### Cell placement

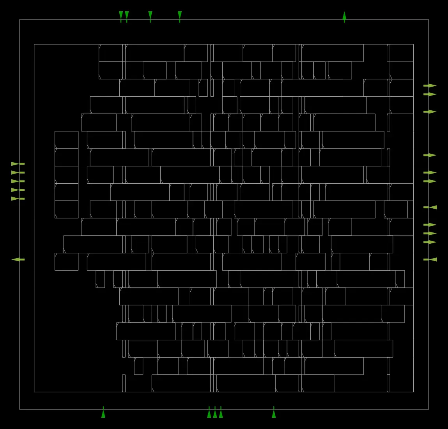
### Clock network drawn from the DEF

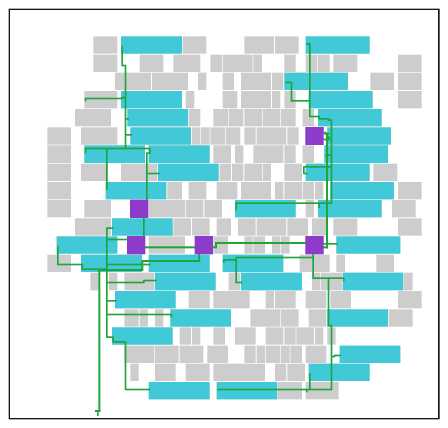
### I/O nets highlighted

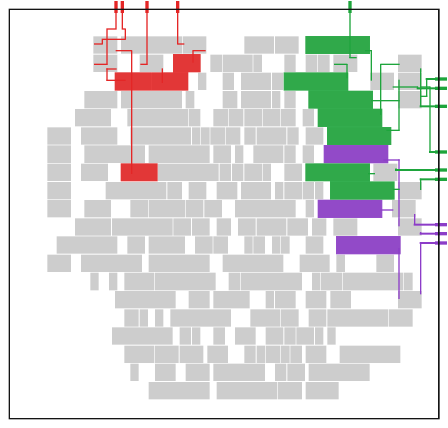
==> src/rtl/seg7_pkg.sv <==
// Shared definitions for the 3-digit multiplexed 7-segment scan driver.
//   slot_e     : digit scan slot encoding (ones -> tens -> hundreds)
//   SEG_*      : active-high segment codes, bit0 = a ... bit6 = g
//   DIG_*      : bit index of each digit within the DIG bus
package seg7_pkg;

  typedef enum logic [1:0] {
    S_ONES  = 2'd0,
    S_TENS  = 2'd1,
    S_HUNDS = 2'd2
  } slot_e;

  localparam logic [6:0] SEG_0    = 7'h3F;
  localparam logic [6:0] SEG_1    = 7'h06;
  localparam logic [6:0] SEG_2    = 7'h5B;
  localparam logic [6:0] SEG_3    = 7'h4F;
  localparam logic [6:0] SEG_4    = 7'h66;
  localparam logic [6:0] SEG_5    = 7'h6D;
  localparam logic [6:0] SEG_6    = 7'h7D;
  localparam logic [6:0] SEG_7    = 7'h07;
  localparam logic [6:0] SEG_8    = 7'h7F;
  localparam logic [6:0] SEG_9    = 7'h6F;
  localparam logic [6:0] SEG_DASH = 7'h40;

  localparam int unsigned DIG_ONES  = 0;
  localparam int unsigned DIG_TENS  = 1;
  localparam int unsigned DIG_HUNDS = 2;

endpackage

==> src/rtl/seg7_decode.sv <==
// Combinational BCD to 7-segment decoder.
//   bcd_i  : 4-bit digit code; 10-15 are shown as a dash
//   code_o : active-high segment pattern, bit0 = a ... bit6 = g
module seg7_decode
  import seg7_pkg::*;
(
  input  logic [3:0] bcd_i,
  output logic [6:0] code_o
);

  always_comb begin
    code_o = SEG_DASH;
    case (bcd_i)
      4'd0:    code_o = SEG_0;
      4'd1:    code_o = SEG_1;
      4'd2:    code_o = SEG_2;
      4'd3:    code_o = SEG_3;
      4'd4:    code_o = SEG_4;
      4'd5:    code_o = SEG_5;
      4'd6:    code_o = SEG_6;
      4'd7:    code_o = SEG_7;
      4'd8:    code_o = SEG_8;
      4'd9:    code_o = SEG_9;
      default: code_o = SEG_DASH;
    endcase
  end

endmodule

==> src/rtl/seg7_scan_driver.sv <==
// Multiplexed 3-digit 7-segment display driver.
//   CLK, RESET       : clock, asynchronous active-high reset
//   BCD_1/10/100     : digit inputs, snapshotted once per frame
//   BLANK_LZ         : enable leading-zero blanking of tens/hundreds
//   DISP_EN          : 0 turns every digit off while the scan keeps running
//   SEG              : segments a..g (polarity per ACTIVE_LOW_SEG)
//   DIG              : digit enables ones/tens/hundreds (polarity per ACTIVE_LOW_DIG)
//   FRAME            : one-cycle pulse after each snapshot capture
// All outputs are registered, one cycle behind the internal scan state.
module seg7_scan_driver
  import seg7_pkg::*;
#(
  parameter int unsigned PRESCALE       = 1000,
  parameter int unsigned DEAD           = 4,
  parameter bit          ACTIVE_LOW_SEG = 1'b1,
  parameter bit          ACTIVE_LOW_DIG = 1'b1
) (
  input  logic       CLK,
  input  logic       RESET,
  input  logic [3:0] BCD_1,
  input  logic [3:0] BCD_10,
  input  logic [3:0] BCD_100,
  input  logic       BLANK_LZ,
  input  logic       DISP_EN,
  output logic [6:0] SEG,
  output logic [2:0] DIG,
  output logic       FRAME
);

  localparam int unsigned    PW      = (PRESCALE > 2) ? $clog2(PRESCALE) : 1;
  localparam logic [PW-1:0]  P_LAST  = PW'(PRESCALE - 1);
  localparam logic [6:0]     SEG_OFF = ACTIVE_LOW_SEG ? 7'h7F : 7'h00;
  localparam logic [2:0]     DIG_OFF = ACTIVE_LOW_DIG ? 3'b111 : 3'b000;

  logic [PW-1:0] p_q, p_d;
  slot_e         slot_q, slot_d;
  logic [3:0]    snap_1_q, snap_1_d;
  logic [3:0]    snap_10_q, snap_10_d;
  logic [3:0]    snap_100_q, snap_100_d;
  logic [6:0]    seg_q, seg_d;
  logic [2:0]    dig_q, dig_d;
  logic          frame_q, frame_d;

  logic          slot_end;
  logic          capture;
  logic [3:0]    cur_bcd;
  logic [6:0]    cur_code;
  logic          blanked;
  logic          past_dead;
  logic          digit_on;
  logic [2:0]    dig_sel;

  seg7_decode u_decode (
    .bcd_i  (cur_bcd),
    .code_o (cur_code)
  );

  always_comb begin
    slot_end = (p_q == P_LAST);
    p_d      = slot_end ? '0 : p_q + 1'b1;

    slot_d = slot_q;
    if (slot_end) begin
      unique case (slot_q)
        S_ONES:  slot_d = S_TENS;
        S_TENS:  slot_d = S_HUNDS;
        default: slot_d = S_ONES;
      endcase
    end

    // Inputs are captured as the hundreds slot ends so a whole frame shows one value.
    capture    = slot_end && (slot_q == S_HUNDS);
    snap_1_d   = capture ? BCD_1   : snap_1_q;
    snap_10_d  = capture ? BCD_10  : snap_10_q;
    snap_100_d = capture ? BCD_100 : snap_100_q;
    frame_d    = capture;

    cur_bcd = snap_1_q;
    blanked = 1'b0;
    dig_sel = 3'b000;
    unique case (slot_q)
      S_TENS: begin
        cur_bcd = snap_10_q;
        blanked = BLANK_LZ && (snap_100_q == 4'd0) && (snap_10_q == 4'd0);
        dig_sel[DIG_TENS] = 1'b1;
      end
      S_HUNDS: begin
        cur_bcd = snap_100_q;
        blanked = BLANK_LZ && (snap_100_q == 4'd0);
        dig_sel[DIG_HUNDS] = 1'b1;
      end
      default: begin
        cur_bcd = snap_1_q;
        blanked = 1'b0;
        dig_sel[DIG_ONES] = 1'b1;
      end
    endcase

    // Signed compare keeps DEAD == 0 from being a constant unsigned comparison.
    past_dead = (int'(p_q) >= int'(DEAD));
    digit_on  = past_dead && DISP_EN && !blanked;

    seg_d = digit_on ? (cur_code ^ {7{ACTIVE_LOW_SEG}}) : SEG_OFF;
    dig_d = digit_on ? (dig_sel ^ {3{ACTIVE_LOW_DIG}}) : DIG_OFF;
  end

  always_ff @(posedge CLK or posedge RESET) begin
    if (RESET) begin
      p_q        <= '0;
      slot_q     <= S_ONES;
      snap_1_q   <= 4'd0;
      snap_10_q  <= 4'd0;
      snap_100_q <= 4'd0;
      seg_q      <= SEG_OFF;
      dig_q      <= DIG_OFF;
      frame_q    <= 1'b0;
    end else begin
      p_q        <= p_d;
      slot_q     <= slot_d;
      snap_1_q   <= snap_1_d;
      snap_10_q  <= snap_10_d;
      snap_100_q <= snap_100_d;
      seg_q      <= seg_d;
      dig_q      <= dig_d;
      frame_q    <= frame_d;
    end
  end

  assign SEG   = seg_q;
  assign DIG   = dig_q;
  assign FRAME = frame_q;

endmodule

==> config.mk <==
export PLATFORM = sky130hd
export DESIGN_NAME = seg7_scan_driver
export DESIGN_NICKNAME = d
export VERILOG_FILES = /design/src/rtl/seg7_pkg.sv /design/src/rtl/seg7_decode.sv /design/src/rtl/seg7_scan_driver.sv
export SDC_FILE = /design/constraint.sdc
export NUM_CORES = 1
export LEC_CHECK = 0
export CORE_AREA = 2 2 62 59
export DETAILED_ROUTE_END_ITERATION = 8
export DIE_AREA = 0 0 64 61
export PLACE_DENSITY = 0.9
export SLEW_MARGIN = 10
export SYNTH_ARGS = -nofsm -noshare
export SYNTH_HDL_FRONTEND = slang
export SYNTH_SLANG_ARGS = --single-unit
==> constraint.sdc <==
create_clock -name CLK -period 7.28 [get_ports CLK]
set_input_delay 1.456 -clock CLK [delete_from_list [all_inputs] [get_ports CLK]]
set_output_delay 1.456 -clock CLK [all_outputs]
set_load 0.02 [all_outputs]
==> flow_results.xml <==
<?xml version="1.0" encoding="UTF-8"?>
<metrics>
  <group name="run_status">
    <metric name="outcome" unit="">completed</metric>
  </group>
  <group name="synth">
    <metric name="synth-async-reset-ratio" unit="">1.00</metric>
    <metric name="netlist_instances" unit="">157</metric>
    <metric name="synth-cells-yosys" unit="">157</metric>
    <metric name="post_synth_most_frequent_cells" unit="">dfrtp_1, ha_1, nor2_1</metric>
    <metric name="yosys-mux-area-fraction" unit="">0.100</metric>
    <metric name="yosys_warn_count" unit="">0</metric>
    <metric name="synth_compound_gate_area_share" unit="">0.111</metric>
    <metric name="most_frequently_used_cell_type_in_the_post_synthesis_netlist" unit="">dfrtp_1</metric>
    <metric name="netlist_top_cells_area" unit="">dfrtp_1, dfstp_2, ha_1</metric>
    <metric name="top_area_frac" unit="">0.350</metric>
  </group>
  <group name="pwr">
    <metric name="total_power" unit="uW">361</metric>
    <metric name="power_frac_clock" unit="">0.319</metric>
    <metric name="p_seq_frac" unit="">0.572</metric>
    <metric name="pwr.group.sequential" unit="uW">206</metric>
  </group>
  <group name="sta">
    <metric name="setup_repair_after_global_routing_missed_its_margin" unit="">false</metric>
    <metric name="period_needed" unit="ps">2890</metric>
    <metric name="final.setup.tns" unit="ps">0</metric>
    <metric name="final_hold_viol_count" unit="">0</metric>
    <metric name="clock.fmax" unit="MHz">345</metric>
  </group>
  <group name="final_layout">
    <metric name="final.clkbuf_count" unit="">8</metric>
    <metric name="sequential_cell_area" unit="sq um">888</metric>
    <metric name="registers.top_by_ff_count" unit="">p_q</metric>
    <metric name="comb.multi_input.count" unit="">109</metric>
    <metric name="total_inserted_antenna_cells" unit="">0</metric>
    <metric name="fillerInstances" unit="">255</metric>
    <metric name="clock_tree_area_fraction" unit="">0.0320</metric>
  </group>
  <group name="clocking">
    <metric name="post_cts_resize_count" unit="">0</metric>
    <metric name="post_cts.repair.setup_buffers" unit="">0</metric>
    <metric name="ctsHtreeMaxLevel" unit="">2</metric>
  </group>
  <group name="routing">
    <metric name="post_drt_via_cell_ratio" unit="">5.53</metric>
    <metric name="total_length_of_routed_wires" unit="mm">3.16</metric>
    <metric name="wl_per_cell" unit="microns">13.7</metric>
  </group>
  <group name="worst_hold_path">
    <metric name="hold-path-cell-count" unit="">1</metric>
    <metric name="hold_path_class" unit="">register to register</metric>
  </group>
  <group name="global_routing">
    <metric name="global_route_wire_length_before_repair" unit="mm">5.15</metric>
    <metric name="globalRouteMet2Util" unit="">0.304</metric>
    <metric name="globalRoute.busiestLayer" unit="">met2</metric>
  </group>
  <group name="job">
    <metric name="timing.max_cap.violations" unit="">0</metric>
    <metric name="warnings" unit="">35</metric>
  </group>
  <group name="critical_path">
    <metric name="criticalPathCategory" unit="">register to output port</metric>
    <metric name="setup.reg_to_reg.worst_slack" unit="ps">4590</metric>
    <metric name="critPathRequiredTime" unit="ps">5820</metric>
  </group>
  <group name="floorplan">
    <metric name="die_height" unit="microns">61</metric>
  </group>
  <group name="placed_design">
    <metric name="hpwlAfterDp" unit="mm">2.39</metric>
    <metric name="postPlaceCellArea" unit="sq um">2080</metric>
  </group>
</metrics>
About 'Cell placement':
area of the placeable core: 3230 sq um
Well-Tap Cells: 44

About 'Clock network drawn from the DEF':
clock wires: drawn in green, length 352 microns. flip-flops: drawn in cyan, count 35. clock drivers: drawn in purple, count 5.
There are 6 routed clock nets.
power in the clock group: 115 uW
maximum clock skew at final layout: 7.27 ps

About 'I/O nets highlighted':
`SEG`: drawn in green, bits 7, direction output, edge 6 right, 1 top, end cells 7, wire 83.2 microns. `DIG`: drawn in purple, bits 3, direction output, edge right, end cells 3, wire 38.3 microns. `BCD_1`: drawn in red, bits 4, direction input, edge top, end cells 4, wire 67.6 microns.

No activity file was given, so power comes from the tool's default toggle rates.
